`src/rtl/multi_box_overlay.sv`:
```
// Draws up to NUM_BOXES hollow, per-box coloured rectangles over a streaming RGB pixel stream.
// Geometry is written into a shadow table and committed to the active table at frame start.
module multi_box_overlay #(
  parameter int NUM_BOXES  = 4,
  parameter int COORD_W    = 11,
  parameter int THICK      = 2,
  parameter int IMG_WIDTH  = 768,
  parameter int IMG_HEIGHT = 576,
  parameter int IDX_W      = (NUM_BOXES > 1) ? $clog2(NUM_BOXES) : 1
) (
  input  logic               clk,
  input  logic               reset,
  input  logic               cfg_we,
  input  logic [IDX_W-1:0]   cfg_idx,
  input  logic               cfg_en,
  input  logic [COORD_W-1:0] cfg_x,
  input  logic [COORD_W-1:0] cfg_y,
  input  logic [COORD_W-1:0] cfg_w,
  input  logic [COORD_W-1:0] cfg_h,
  input  logic [23:0]        cfg_color,
  input  logic               frame_start,
  input  logic               pix_valid,
  input  logic [COORD_W-1:0] vga_x,
  input  logic [COORD_W-1:0] vga_y,
  input  logic [23:0]        din,
  output logic               dout_valid,
  output logic [23:0]        dout
);

  typedef struct packed {
    logic               en;
    logic [COORD_W-1:0] left;
    logic [COORD_W-1:0] right;
    logic [COORD_W-1:0] top;
    logic [COORD_W-1:0] bottom;
    logic [23:0]        color;
  } box_t;

  localparam logic [COORD_W:0] X_MAX = (COORD_W+1)'(IMG_WIDTH - 1);
  localparam logic [COORD_W:0] Y_MAX = (COORD_W+1)'(IMG_HEIGHT - 1);
  localparam logic [COORD_W:0] TH    = (COORD_W+1)'(THICK);

  box_t shd [NUM_BOXES];
  box_t act [NUM_BOXES];
  box_t new_box;

  logic [COORD_W-1:0] half_w, half_h;
  logic [COORD_W:0]   sum_r, sum_b;

  // Edges are derived at write time so the pixel path only compares.
  always_comb begin
    half_w        = cfg_w >> 1;
    half_h        = cfg_h >> 1;
    sum_r         = {1'b0, cfg_x} + {1'b0, half_w};
    sum_b         = {1'b0, cfg_y} + {1'b0, half_h};
    new_box       = '0;
    new_box.en    = cfg_en;
    new_box.color = cfg_color;
    new_box.left  = (cfg_x < half_w) ? '0 : cfg_x - half_w;
    new_box.top   = (cfg_y < half_h) ? '0 : cfg_y - half_h;
    new_box.right = (sum_r > X_MAX) ? X_MAX[COORD_W-1:0] : sum_r[COORD_W-1:0];
    new_box.bottom = (sum_b > Y_MAX) ? Y_MAX[COORD_W-1:0] : sum_b[COORD_W-1:0];
  end

  // Commit copies the pre-write shadow: both updates use the values sampled this edge.
  always_ff @(posedge clk) begin
    if (reset) begin
      for (int unsigned i = 0; i < NUM_BOXES; i++) begin
        shd[i] <= '0;
        act[i] <= '0;
      end
    end else begin
      for (int unsigned i = 0; i < NUM_BOXES; i++) begin
        if (cfg_we && (cfg_idx == IDX_W'(i)) && (32'(cfg_idx) < 32'(NUM_BOXES)))
          shd[i] <= new_box;
        if (frame_start)
          act[i] <= shd[i];
      end
    end
  end

  logic [NUM_BOXES-1:0] hit, hit_q;
  logic [COORD_W:0]     xe, ye;

  always_comb begin
    xe  = {1'b0, vga_x};
    ye  = {1'b0, vga_y};
    hit = '0;
    for (int unsigned i = 0; i < NUM_BOXES; i++) begin
      hit[i] = act[i].en &&
               (xe >= {1'b0, act[i].left}) && (xe <= {1'b0, act[i].right}) &&
               (ye >= {1'b0, act[i].top})  && (ye <= {1'b0, act[i].bottom}) &&
               ((xe < {1'b0, act[i].left} + TH) || (xe + TH > {1'b0, act[i].right}) ||
                (ye < {1'b0, act[i].top} + TH)  || (ye + TH > {1'b0, act[i].bottom}));
    end
  end

  logic [23:0] din_q, mux;
  logic        valid_q;

  always_ff @(posedge clk) begin
    if (reset) begin
      hit_q   <= '0;
      din_q   <= '0;
      valid_q <= 1'b0;
    end else begin
      hit_q   <= hit;
      din_q   <= din;
      valid_q <= pix_valid;
    end
  end

  // Scanning from the top index down leaves the lowest hitting index as the winner.
  always_comb begin
    mux = din_q;
    for (int unsigned i = NUM_BOXES; i > 0; i--) begin
      if (hit_q[i-1])
        mux = act[i-1].color;
    end
  end

  always_ff @(posedge clk) begin
    if (reset) begin
      dout       <= '0;
      dout_valid <= 1'b0;
    end else begin
      dout_valid <= valid_q;
      if (valid_q)
        dout <= mux;
    end
  end

endmodule
```
`config.mk`:
```
export PLATFORM = sky130hd
export DESIGN_NAME = multi_box_overlay
export DESIGN_NICKNAME = d
export VERILOG_FILES = /design/src/rtl/multi_box_overlay.sv
export SDC_FILE = /design/constraint.sdc
export NUM_CORES = 1
export LEC_CHECK = 0
export CORE_ASPECT_RATIO = 0.6
export CORE_UTILIZATION = 35
export DETAILED_ROUTE_END_ITERATION = 10
export HOLD_SLACK_MARGIN = 0.03
export PLACE_DENSITY = 0.58
export SLEW_MARGIN = 20
export SYNTH_ARGS = -nofsm -noshare
export SYNTH_HDL_FRONTEND = slang
export SYNTH_SLANG_ARGS = --single-unit
```
`constraint.sdc`:
```
create_clock -name clk -period 14.1 [get_ports clk]
set_input_delay 2.82 -clock clk [delete_from_list [all_inputs] [get_ports clk]]
set_output_delay 2.82 -clock clk [all_outputs]
set_load 0.005 [all_outputs]
```
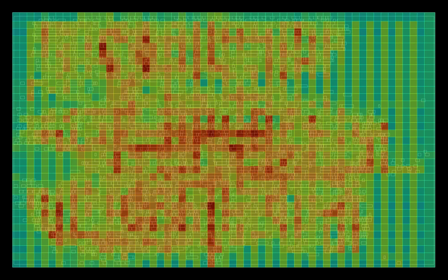
(run_1/congestion_map.png)
total track usage: 18.5%
gr busiest metal: met1
fin util: 41.1%
met3 Use GR: 3.72%
met1 GRT Util: 30.2%

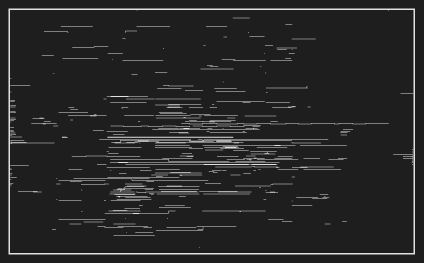
(run_1/m3.png)
Drawn at 1 px/um.
- main direction: horizontal
- longest straight run: 169 um
- nets with wire on the layer: 225
- wire length on this layer: 7130 um
- share of all routed wire: 7.8%

==> results.ini, run 1 <==
[status]
outcome=finished clean

[clock_tree]
clockBufferDepth=3
tritoncts=built
cts_resized=0
htree_num_levels=2
cts_num_sinks=606

[setup_path]
crit_fanout=15
cp_num_cells=14
max_stage_delay_ns=0.53
start_kind=input port
cp-startpoint=vga_x[2]
critPathCapture=hit_q[2]
cp_top_family=AND-OR/OR-AND gates
worst-path-buf-inv=2

[layout]
num-nonclk-inverters=224
area_dominant_class=sequential cells
final_area_um2=39000
drive_above_1_share_pct=5.40

[power]
p_clk_share_pct=36.2
p_comb_share_pct=15.6
pg_seq_uw=2140
intPower_uw=3270
swShare_pct=26.5
p_leak_uw=0.0151
p_switching_uw=1180

[synthesis]
largest_area_cell=edfxtp_1
synth.area.top_cells=edfxtp_1 49%, ha_1 14%, and2_1 6.5%

[drt]
wire_per_inst_um=20.4
vias=22600
drc=0

[worst_hold_path]
worstHoldPathCells=2
min_to=dout[18]

[floorplanning]
rows=87
pin_count=147

[final_timing]
hold_ws_ns=0.492

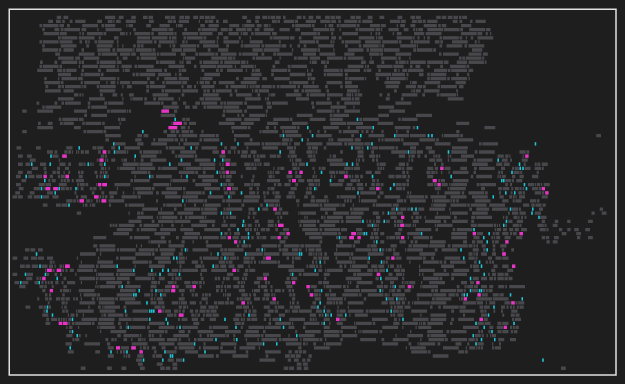
(run_1/gates.png)
Drawn at 1.5 px/um.
- magenta: non-inverting ao/oa cells (cells 80)
- cyan: inv cells (cells 224)

[run 1: layer usage]
| layer | wire length, um | share of wire, % | vias to the layer above |
|---|---|---|---|
| li1 | - | - | 11100 |
| met1 | 48100 | 53 | 10900 |
| met2 | 34800 | 38 | 641 |
| met3 | 7130 | 7.8 | 75 |
| met4 | 1190 | 1.3 | 0 |
| met5 | 0 | 0 | - |
[run 1: state kept, by name (all words and copies together), names as in the netlist]
name        cells
act           276
shd           276
din_q          24
dout           24
hit_q           4
dout_valid      1
valid_q         1
[run 1: kinds of logic after synthesis]
group / count (synthesis) / synth area share (%)
compound gates: 477 / 9.03
xor+xnor: 97 / 2.51
fa+ha+maj: 390 / 14.5
buf+inv: 323 / 3.67
flops: 606 / 52.2
mux: 73 / 2.16
other cells: 1 / 0.0111
simple gates: 1013 / 16.0
==> run 2: changes to the inputs <==
--- a/config.mk
+++ b/config.mk
@@ -9,7 +9,7 @@
 export CORE_UTILIZATION = 35
 export DETAILED_ROUTE_END_ITERATION = 10
 export HOLD_SLACK_MARGIN = 0.03
-export PLACE_DENSITY = 0.58
+export PLACE_DENSITY = 0.6
 export SLEW_MARGIN = 20
 export SYNTH_ARGS = -nofsm -noshare
 export SYNTH_HDL_FRONTEND = slang
==> constraint.sdc (replaced) <==
create_clock -name clk -period 4.97 [get_ports clk]
set_input_delay 0.994 -clock clk [delete_from_list [all_inputs] [get_ports clk]]
set_output_delay 0.994 -clock clk [all_outputs]
set_load 0.005 [all_outputs]
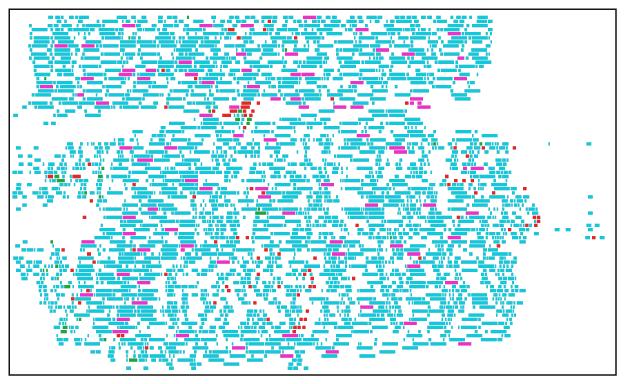
(run_2/sizing.png)
Drawn at 1.5 px/um.
- green: x2 (cells 31; share 0.96%; most used or2_2)
- red: x3 and x4 (cells 94; share 2.9%; most used buf_4)
- cyan: x1 and smaller (cells 3026; share 93%; most used edfxtp_1)
- magenta: x6 and larger (cells 90; share 2.8%; most used clkbuf_16)

==> run 2 against run 1 <==
Area after synthesis stayed put. Combinational power went up to 2.9 times the previous value. Flip-flop count stayed put. Highest routed layer is now met5. Register-to-register slack got worse by 9.3 ns. Cell area increased by 1.4%. Clock skew shrank 0.0048 ns. Sequential power grew to 2.8 times the previous value. Wire length grew 2.1%. Final cell count up 1.1%. Via count rose by 1.0%. Clock power rose to 3.0 times the previous value.
==> results.ini, run 2 <==
[synthesis]
largest_area_cell=edfxtp_1
synth_area_um2=33900
most_common_cell=edfxtp_1
synthCells=2980
flop_cell=edfxtp_1
synth.area.top_cells=edfxtp_1 49%, ha_1 14%, and2_1 6.5%
top_area_share_pct=49.0

[setup_path]
worst-path-buf-inv=3  ; +1
worstReg2RegEnd=hit_q[0]
reg2regPathDepth=10
crit_fanout=6  ; -9
start_kind=input port
path_cells=clkdlybuf4s50_1, ha_1, inv_1, fa_1, o21ba_1, nor4_2, o31ai_1, nand2b_1, a41oi_1, buf_4, nor3_1, nor2_1
critPathCapture=shd[3][51]
cp-startpoint=cfg_x[0]
cp_num_cells=12  ; -2
rr_startpoint=act[0][44]
cp_top_family=simple AND/OR/NAND/NOR gates
max_stage_delay_ns=0.48  ; -0.05 ns

[power]
pg_seq_uw=6080  ; +180%
p_leak_uw=0.0154  ; +2.1%
p_switching_uw=3410  ; +190%
swShare_pct=26.3  ; -0.25 points
p_clk_share_pct=37.6  ; +1.4 points
intPower_uw=9570  ; +190%
p_comb_share_pct=15.6  ; about the same

[global_route]
top_usage_layer=met1
grt.total_usage_pct=18.9  ; +0.39 points
grt_pass1_wl_um=138000
grt_use_met3_pct=5.25  ; +1.5 points
grt_util_met1_pct=30.2  ; -0.078 points

[layout]
final_area_um2=39500  ; +1.4%
final_core_util_pct=41.6  ; +0.58 points
reg_top3=act x276, shd x276
fin_cells=4534
drive_above_1_share_pct=6.63  ; +1.2 points

[job]
warning_count=67

[drt]
met1_length_um=48800  ; +1.4%
wl_met3_um=7840  ; +9.9%
dr.max_layer_used=met5
via_per_inst=5.05
wire_per_inst_um=20.6  ; +0.92%
wl_met2_um=35000  ; +0.47%
vias=22900  ; +1.0%
ant_nets=0
drc=0  ; unchanged

[worst_hold_path]
worstHoldPathCells=2  ; unchanged
hold_path_startpoint=dout[17]
min_to=dout[17]

[clock_tree]
clockBufferDepth=3  ; unchanged
cts_resized=0  ; unchanged
tritoncts=built
postCtsHoldBufs=0
htree_num_levels=3  ; +1
cts_num_sinks=606  ; unchanged

[final_timing]
slew-limit-headroom_pct=32.9
rsz0062_at_grt=no
hold_ws_ns=0.488  ; -0.00389 ns
hold_violations=0

[floorplanning]
pin_count=147  ; unchanged
rows=87  ; unchanged
chipWidth_um=404

[placed_design]
placed_cells=4413

[status]
outcome=finished clean

## run 2: cell counts after synthesis
No cell type changed its count.
## run 2: cells by family after synthesis
family	count (synthesis)	share of synthesized area, %
AND-OR/OR-AND	477	9.03
XOR/XNOR	97	2.51
adder cells (fa/ha/maj)	390	14.5
buffers and inverters	323	3.67
flip-flops	606	52.2
multiplexers	73	2.16
other	1	0.0111
AND/OR/NAND/NOR	1013	16.0
## run 2: layout make-up
| class | count | share of cell area [%] |
|---|---|---|
| clock buffers | 93 | 4.65 |
| clock inverters | 24 | 0.668 |
| well taps | 1290 | 4.08 |
| inverters | 224 | 2.13 |
| repair buffers | 236 | 5.70 |
| multi-input cells | 2058 | 38.1 |
| flip-flops and latches | 606 | 44.7 |
| diodes | 3 | 0.0190 |
==> run 3: changes to the inputs <==
--- a/config.mk
+++ b/config.mk
@@ -9,7 +9,7 @@
 export CORE_UTILIZATION = 35
 export DETAILED_ROUTE_END_ITERATION = 10
 export HOLD_SLACK_MARGIN = 0.03
-export PLACE_DENSITY = 0.6
+export PLACE_DENSITY = 0.58
 export SLEW_MARGIN = 20
 export SYNTH_ARGS = -nofsm -noshare
 export SYNTH_HDL_FRONTEND = slang
==> constraint.sdc (replaced) <==
create_clock -name clk -period 3.5 [get_ports clk]
set_input_delay 0.7 -clock clk [delete_from_list [all_inputs] [get_ports clk]]
set_output_delay 0.7 -clock clk [all_outputs]
set_load 0.005 [all_outputs]
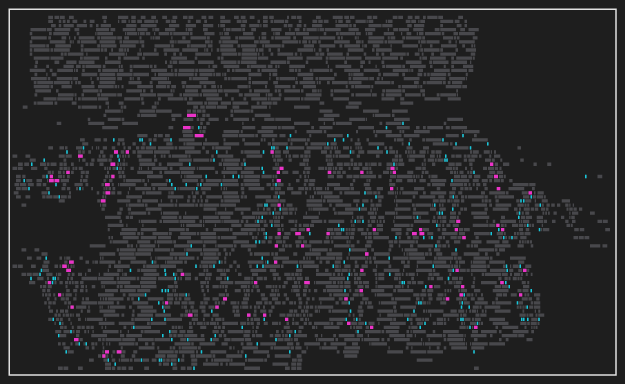
(run_3/gates.png)
Drawn at 1.5 px/um.
- cyan: inv cells (cells 224)
- magenta: non-inverting ao/oa cells (cells 80)

==> run 3 against run 2 <==
Global-route usage grew 0.38 points. Combinational power is 53% higher. Via count is 2.8% higher. Area after synthesis stayed put. Wire length grew 2.2%. Hold slack improved by 0.0039 ns. Critical path depth increased by 4. Flip-flop count unchanged. Clock power increased by 49%. Non-clock buffer count up 155.
==> results.ini, run 3 <==
[clock_tree]
postCtsHoldBufs=0  ; unchanged
cts_num_sinks=606  ; unchanged
clockBufferDepth=3  ; unchanged
htree_num_levels=3  ; unchanged
tritoncts=built
cts_resized=0  ; unchanged

[setup_path]
worst-path-buf-inv=6  ; +3
worstReg2RegEnd=hit_q[1]
rr_startpoint=act[1][58]
start_kind=input port
crit_fanout=8  ; +2
critPathCapture=hit_q[0]
cp_num_cells=16  ; +4
cpMostUsedCell=buf_4
r2r_slack_ns=0.52
path_cells=clkdlybuf4s50_1, buf_4, nand2_1, nor2_1, buf_4, xor2_1, buf_4, buf_4, ha_1, nor2b_1, o21ai_0, nand3_1, o31ai_1, buf_4, o211ai_1, and4b_1
cp-startpoint=vga_x[1]
max_stage_delay_ns=0.51  ; +0.03 ns

[drt]
drc=0  ; unchanged
via_per_inst=5.02  ; -0.61%
wire_per_inst_um=20.3  ; -1.1%
dr.max_layer_used=met4
ant_nets=0  ; unchanged
wl_met3_um=7930  ; +1.2%
met1_length_um=50400  ; +3.2%
wl_met2_um=35600  ; +1.6%

[power]
p_clk_share_pct=38.2  ; +0.6 points
p_comb_share_pct=16.4  ; +0.8 points
swShare_pct=26.1  ; -0.17 points
p_switching_uw=4950  ; +45%
p_leak_uw=0.0163  ; +5.7%
intPower_uw=14000  ; +47%

[layout]
reg_top3=act x276, shd x276
flops=606  ; unchanged
nonClkBufAreaFrac_pct=8.68  ; +3.0 points
final-clk-cell-share_pct=5.41  ; +0.092 points
num-nonclk-inverters=224  ; unchanged
fin_cells=4688  ; +3.4%
comb_cells=2058  ; unchanged
antennaDiodeCount=1  ; -2
clockBufferCount=84  ; -9.7%
seq_share_pct=43.1  ; -1.5 points
area_dominant_class=sequential cells
sh_comb_area_pct=36.8  ; -1.3 points
drive_above_1_share_pct=11.2  ; +4.6 points

[synthesis]
synth-simple-area-share_pct=16.0  ; unchanged
synthTopLogicFamily=simple AND/OR/NAND/NOR gates
ys_sh_aoi_pct=9.03  ; unchanged
synth_flop_count=606
synth-xor-area-share_pct=2.51  ; unchanged
flop_cell=edfxtp_1
synthAdderAreaFrac_pct=14.5  ; unchanged
top_area_share_pct=49.0  ; unchanged
ys_sh_mux_pct=2.16  ; unchanged
synthCells=2980  ; unchanged
most_common_cell=edfxtp_1

[global_route]
grt_util_met1_pct=31.8  ; +1.6 points
grt.total_usage_pct=19.3  ; +0.38 points
top_usage_layer=met1
grt_pass1_wl_um=141000  ; +2.4%

[worst_hold_path]
worstHoldPathCells=2  ; unchanged
hold_path_startpoint=dout[15]
min_to=dout[15]

[status]
outcome=finished clean

[floorplanning]
pin_count=147  ; unchanged
tapCellCount=1290  ; unchanged
rows=87  ; unchanged
chipWidth_um=404  ; unchanged

[final_timing]
rsz0062_at_grt=no
hold_violations=0  ; unchanged

[job]
warning_count=67  ; unchanged

## run 3: netlist changes by cell type in the layout (fill, tap and decap cells not counted), sizes merged
cell      change
clkinv        +9
buf         +155
diode         -2
clkinvlp      -1
inv           -1
bufinv        +3
clkbuf        -9
## run 3: power groups by stage
stage | combinational, uW | clock, uW | sequential [uW]
after CTS | 3080 | 7410 | 8630
after floorplan | 1680 | 0 | 8720
after detailed placement | 3070 | 0 | 8780
after global placement | 3020 | 0 | 8770
after global routing | 3420 | 7670 | 8670
final | 3100 | 7250 | 8630
## run 3: metrics by stage
stage          hold WS, ns  util [%]  cell area (um^2)
2_1_floorplan        0.485         -             33900
3_3_place_gp         0.476      40.8             38700
3_5_place_dp         0.480      40.8             38700
4_1_cts              0.496      43.1             40900
5_1_grt              0.522      43.1             40900
6_report             0.492      43.1             40900
No activity file was given, so power comes from the tool's default toggle rates.
